==> images/met1.png <==
Supply wires on this layer in grey.
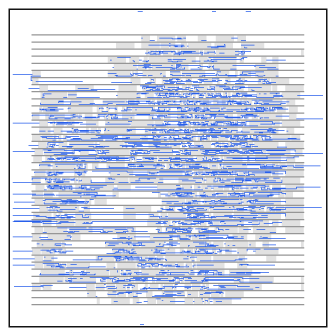
==> images/final_clocks.png <==
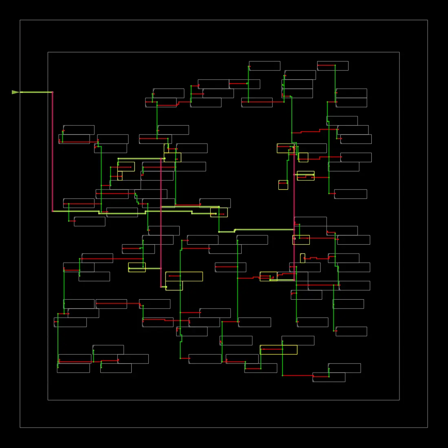
==> images/drive_strength.png <==
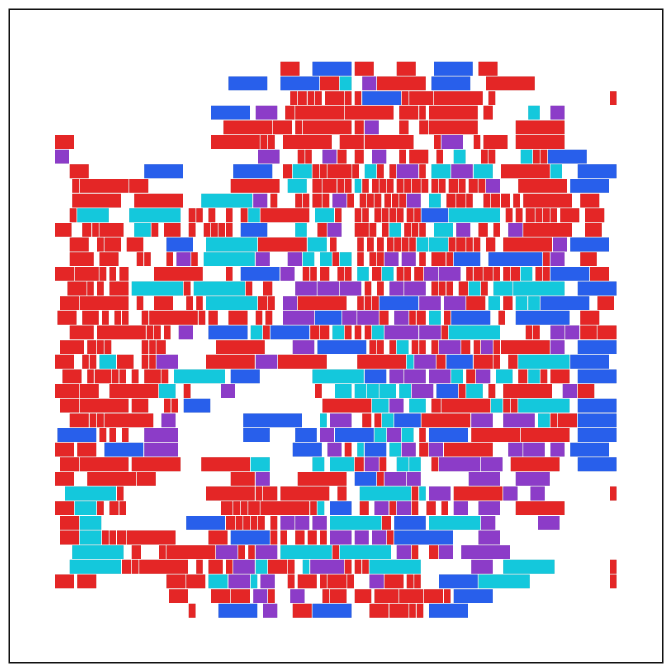
## src/rtl/exception_ctrl.sv

```systemverilog
// rtl/exception_ctrl.sv - EX-to-memory exception controller: fault gating, cause/EPC capture, flush/vector/return sequencing.
module exception_ctrl #(
  parameter int                  STATUS_W     = 8,
  parameter int                  ADDR_W       = 32,
  parameter logic [STATUS_W-1:0] FATAL_MASK   = 8'b0100_1100,
  parameter logic [ADDR_W-1:0]   VECTOR_ADDR  = 32'h0000_0080,
  parameter int                  FLUSH_CYCLES = 2,
  parameter int                  COUNT_W      = 8
) (
  input  logic                clk,
  input  logic                rst_n,
  input  logic [STATUS_W-1:0] alu_status,
  input  logic                status_valid,
  input  logic [ADDR_W-1:0]   pc_in,
  input  logic                mem_read_in,
  input  logic                mem_write_in,
  input  logic                eret,
  input  logic                cfg_we,
  input  logic [STATUS_W-1:0] cfg_mask,
  output logic                mem_read,
  output logic                mem_write,
  output logic                flush,
  output logic                redirect,
  output logic [ADDR_W-1:0]   redirect_pc,
  output logic [ADDR_W-1:0]   epc,
  output logic [STATUS_W-1:0] cause,
  output logic                in_handler,
  output logic                double_fault,
  output logic [COUNT_W-1:0]  exc_count
);

  localparam int CNT_W = (FLUSH_CYCLES > 1) ? $clog2(FLUSH_CYCLES + 1) : 1;

  typedef enum logic [2:0] {
    IDLE    = 3'd0,
    FLUSH   = 3'd1,
    VECTOR  = 3'd2,
    HANDLER = 3'd3,
    RETURN  = 3'd4
  } state_t;

  state_t              state, state_next;
  logic [STATUS_W-1:0] en_mask;
  logic [STATUS_W-1:0] fatal_bits;
  logic                fault;
  logic                mem_pass;
  logic [CNT_W-1:0]    flush_cnt;
  logic [ADDR_W-1:0]   redirect_pc_q;

  assign fatal_bits = alu_status & FATAL_MASK & en_mask;
  assign fault      = status_valid & (|fatal_bits);

  // rst_n in the gate forces memory requests low for the whole reset interval.
  assign mem_read  = rst_n & mem_read_in  & ~fault & mem_pass;
  assign mem_write = rst_n & mem_write_in & ~fault & mem_pass;

  always_ff @(posedge clk or negedge rst_n) begin
    if (!rst_n) begin
      state <= IDLE;
    end else begin
      state <= state_next;
    end
  end

  always_comb begin
    state_next  = state;
    flush       = 1'b0;
    redirect    = 1'b0;
    redirect_pc = redirect_pc_q;
    in_handler  = 1'b0;
    mem_pass    = 1'b0;
    case (state)
      IDLE: begin
        mem_pass = 1'b1;
        if (fault) state_next = FLUSH;
      end
      FLUSH: begin
        flush = 1'b1;
        if (flush_cnt == '0) state_next = VECTOR;
      end
      VECTOR: begin
        redirect    = 1'b1;
        redirect_pc = VECTOR_ADDR;
        state_next  = HANDLER;
      end
      HANDLER: begin
        in_handler = 1'b1;
        mem_pass   = 1'b1;
        if (eret) state_next = RETURN;
      end
      RETURN: begin
        redirect    = 1'b1;
        redirect_pc = epc + ADDR_W'(4);
        state_next  = IDLE;
      end
      default: state_next = IDLE;
    endcase
  end

  // Faults outside IDLE only mark double_fault; the captured context is preserved.
  always_ff @(posedge clk or negedge rst_n) begin
    if (!rst_n) begin
      en_mask       <= '1;
      epc           <= '0;
      cause         <= '0;
      exc_count     <= '0;
      double_fault  <= 1'b0;
      flush_cnt     <= '0;
      redirect_pc_q <= '0;
    end else begin
      redirect_pc_q <= redirect_pc;
      if (cfg_we) en_mask <= cfg_mask;
      if (state == IDLE && fault) begin
        epc       <= pc_in;
        cause     <= fatal_bits;
        flush_cnt <= CNT_W'(FLUSH_CYCLES - 1);
        if (exc_count != '1) exc_count <= exc_count + COUNT_W'(1);
      end else if (fault) begin
        double_fault <= 1'b1;
      end
      if (state == FLUSH && flush_cnt != '0) flush_cnt <= flush_cnt - CNT_W'(1);
    end
  end

endmodule

```

## config.mk

```make
export PLATFORM = sky130hd
export DESIGN_NAME = exception_ctrl
export DESIGN_NICKNAME = d
export VERILOG_FILES = /design/src/rtl/exception_ctrl.sv
export SDC_FILE = /design/constraint.sdc
export NUM_CORES = 1
export LEC_CHECK = 0
export ABC_AREA = 1
export ABC_CLOCK_PERIOD_IN_PS = 1920
export CORE_MARGIN = 8
export CORE_UTILIZATION = 38
export DETAILED_ROUTE_END_ITERATION = 10
export GPL_ROUTABILITY_DRIVEN = 0
export PLACE_DENSITY = 0.75
export SYNTH_ARGS = -nofsm -noshare
export SYNTH_HDL_FRONTEND = slang
export SYNTH_SLANG_ARGS = --single-unit
```

## constraint.sdc

```tcl
create_clock -name clk -period 1.92 [get_ports clk]
set_clock_uncertainty 0.05 [all_clocks]
set_input_delay 0.192 -clock clk [delete_from_list [all_inputs] [get_ports clk]]
set_output_delay 0.192 -clock clk [all_outputs]
set_load 0.05 [all_outputs]
```

==> impl_metrics.env <==
# source this file to load flow results
export IMPL_status="complete, but fails checks"
export IMPL_violations="setup timing"
export IMPL_worstRegToRegCells=10
export IMPL_wl_per_cell_um=16.5
export IMPL_cp_depth=11
export IMPL_maxCapViolCount=0
export IMPL_path_max_fanout=4
export IMPL_crit_path_frequent_cell="nand2_2"
export IMPL_synth_edff_count=0
export IMPL_route_detailed_drc=0
export IMPL_finalNetCount=799
export IMPL_synth_cells=550
export IMPL_grt_max_degree=85
export IMPL_setup_viol=34
export IMPL_n_fill_cell=809
export IMPL_p_seq_w=0.00320
export IMPL_synth_warning_count=0
export IMPL_drt_met1_wl_mm=5.82
export IMPL_viasPerCell=5.00
export IMPL_synth_distinct_cells=32
export IMPL_hpwl_mm=9.84
export IMPL_dp_cells=816
export IMPL_setup_ws_ns=-0.229
export IMPL_crit_family="simple AND/OR/NAND/NOR gates"
export IMPL_intPower_w=0.00679
export IMPL_power_leader="combinational logic"
export IMPL_p_per_area_mw_per_mm2=1800
export IMPL_cts_buffer_depth=2
export IMPL_post_route_period_util_pct=112
export IMPL_hold_violations=0
export IMPL_synthArstFlopShare_pct=100
export IMPL_drive_gt1_share_pct=36.7
export IMPL_rows=38
export IMPL_die_area_mm2=0.0147
export IMPL_drt_iter0_drc=250
export IMPL_first_pass_iters=5
export IMPL_layoutNonFillerInstCount=886
export IMPL_worst_slew_pin_slew_ns=0.570
export IMPL_power_frac_comb_pct=65.5
export IMPL_critPathBufInv=4
export IMPL_cts_tree="yes"
export IMPL_dr_wl_met3_mm=1.30
export IMPL_hold_class="in -> reg"
export IMPL_start_kind="register"
export IMPL_path_class="reg -> out"
export IMPL_core_area_mm2=0.0108
export IMPL_drv_slew=0
export IMPL_io_buffers=125
export IMPL_core_util_floorplan_pct=38.9
export IMPL_holdPathStages=3
export IMPL_critPathRequiredTime_ns=1.68
export IMPL_path_clk_slew_ns=0.08
export IMPL_overflow=0
export IMPL_fmax_ghz=0.465
export IMPL_drtAntennaViolNets=0
export IMPL_antenna_found_initial=0
export IMPL_syn_area_per_cell_um2=7.63
export IMPL_cts_max_level=3
export IMPL_grt_pass1_vias=4427
export IMPL_clockRootBuffer="clkbuf_8"
export IMPL_hold_worst_slack_ns=0.314
export IMPL_seq_power_share_pct=24.2
export IMPL_critPathMaxStageDelay_ns=0.40
export IMPL_powerComb_w=0.00867
export IMPL_die_size_y_um=121
export IMPL_io_pins=141
export IMPL_pwr_share_clk_pct=10.3
export IMPL_top_layer_used="met4"
export IMPL_synth_main_ff_cell="dfrtp_1"
export IMPL_syn_area_mm2=0.00420
export IMPL_warning_count=39
export IMPL_crit_chain="buf_4 -> nand2_2 -> nor2_2 -> nand2_2 -> buf_4 -> inv_2 -> nand2_1 -> nand2_1 -> nand3_1 -> nand2_2 -> buf_12"
export IMPL_die_w_um=121
export IMPL_switchingPower_w=0.00645
export IMPL_yosysCellCount=550
export IMPL_ys_ff=84
export IMPL_antenna_cells=0
export IMPL_slew_headroom_pct=61.9
export IMPL_crit_slowest_cell="dfrtp_2"
About met1.png:
The layer carries 5820 um of wire. The layer holds 40% of the routed length. The longest straight run is 34.5 um.
Vias: 4433
total wire length: 14.6 mm
Global Route met1 Usage: 22.8%

About final_clocks.png:
Clk. pwr: 0.00137 W
clkbuf count: 12
Clock Latency Late Sink: 0.36 ns
Sink Count: 84
flop count: 84

About drive_strength.png:
drive 1 or less: marked red, cells 472, share 63%. drive 2: marked cyan, cells 99, share 13%. drive 6 and up: marked blue, cells 63, share 8.4%. drive 3 to 4: marked purple, cells 112, share 15%.
area grow syn2layout: 74.9%
Final WS setup: -0.229 ns
Finished Cell Area: 0.00734 mm2
Non-clk bufs: 194

[logic make-up (layout without fill, tap and decap cells)]
family / after synthesis / count (layout) / synth area share, %
AOI/OAI and AO/OA: 54 / 54 / 7.43
xor gates and xnor gates: 6 / 6 / 1.43
adders and majority gates: 3 / 3 / 0.895
buffers and inverters: 64 / 256 / 6.68
DFF: 84 / 84 / 50.2
muxes: 3 / 3 / 0.805
other: 1 / 5 / 0.0894
and+or+nand+nor: 335 / 335 / 32.5
[cell usage after synthesis, types with 4 or more instances]
library cell  number  area share [%]
inv_1             43             3.8
a21oi_1            4            0.48
nand2_1          225              20
xnor2_1            4            0.83
dfrtp_1           81              48
buf_4              5            0.89
nor2_1            55             4.9
nor2_4             4             1.1
o21ai_0           35             4.2
buf_2             11             1.3
o21bai_1           4            0.72
nand3_1           43             5.1
[per-layer routing]
metal	up-vias	track usage, %
met5	-	0
met1	2115	22.8
met4	0	5.39
met2	182	31.1
met3	35	6.47
li1	2101	-
[cell usage in the layout, fill, tap and decap left out, types with 11 or more instances in the layout]
master / Yosys / layout
inv_1: 43 / 35
nand2_2: 1 / 27
nand2_1: 225 / 178
clkdlybuf4s50_1: 0 / 59
o21ai_0: 35 / 24
dfrtp_1: 81 / 59
dlymetal6s2s_1: 0 / 11
nand2_4: 0 / 21
buf_12: 0 / 39
nor2_4: 4 / 16
nand3_2: 1 / 11
buf_4: 5 / 62
nor2_1: 55 / 33
dlygate4sd2_1: 0 / 11
nor2_2: 1 / 11
dfrtp_2: 0 / 22
nand3_1: 43 / 31
[sequential cells by signal, summed over array words and instances (netlist names)]
signal         cells
double_fault       1
cause              3
flush_cnt          2
state              3
exc_count          8
redirect_pc_q     32
en_mask            3
epc               32
[final cells by class]
cell class / instances / area, um2 / share of cell area (%)
Clock inverter: 4 / 75.1 / 1.02
Multi-Input combinational cell: 406 / 2350 / 32.1
Inverter: 46 / 195 / 2.66
Timing Repair Buffer: 194 / 2270 / 31.0
Clock buffer: 12 / 135 / 1.84
Sequential cell: 84 / 2130 / 29.1
Tap cell: 140 / 175 / 2.39
[path summary, 6_finish.rpt]
kind / start / to / slack (ns)
worst max-delay path: epc[3] / redirect_pc[23] / -0.23
worst min-delay path: pc_in[6] / epc[6] / 0.31
worst max register to register: state[0] / exc_count[4] / 0.08
worst min register to register: double_fault / double_fault / 0.44
max in group asynchronous: rst_n / epc[21] / 1.00
min in group asynchronous: rst_n / exc_count[2] / 0.41
[through the flow]
step           setup slack, ns  cell area [um2]  setup TNS [ns]  util (%)
6_report                -0.229             7340           -4.47      68.0
2_1_floorplan          -0.0927             4320          -0.168         -
3_5_place_dp            0.0390             6130               0      56.8
3_3_place_gp            0.0933             6130               0      56.8
5_1_grt                 -0.345             7340           -8.21      68.0
4_1_cts                 -0.201             6910           -3.21      64.0
[repair_timing]
action,in CTS,in global routing
setup buffers,29,20
endpoints found under the setup margin,36,44
pin swaps,26,19
hold endpoints to repair,81,0
resized,106,66
hold buffers,1,0
cloned,2,2
Power and IR drop assume default switching activity.
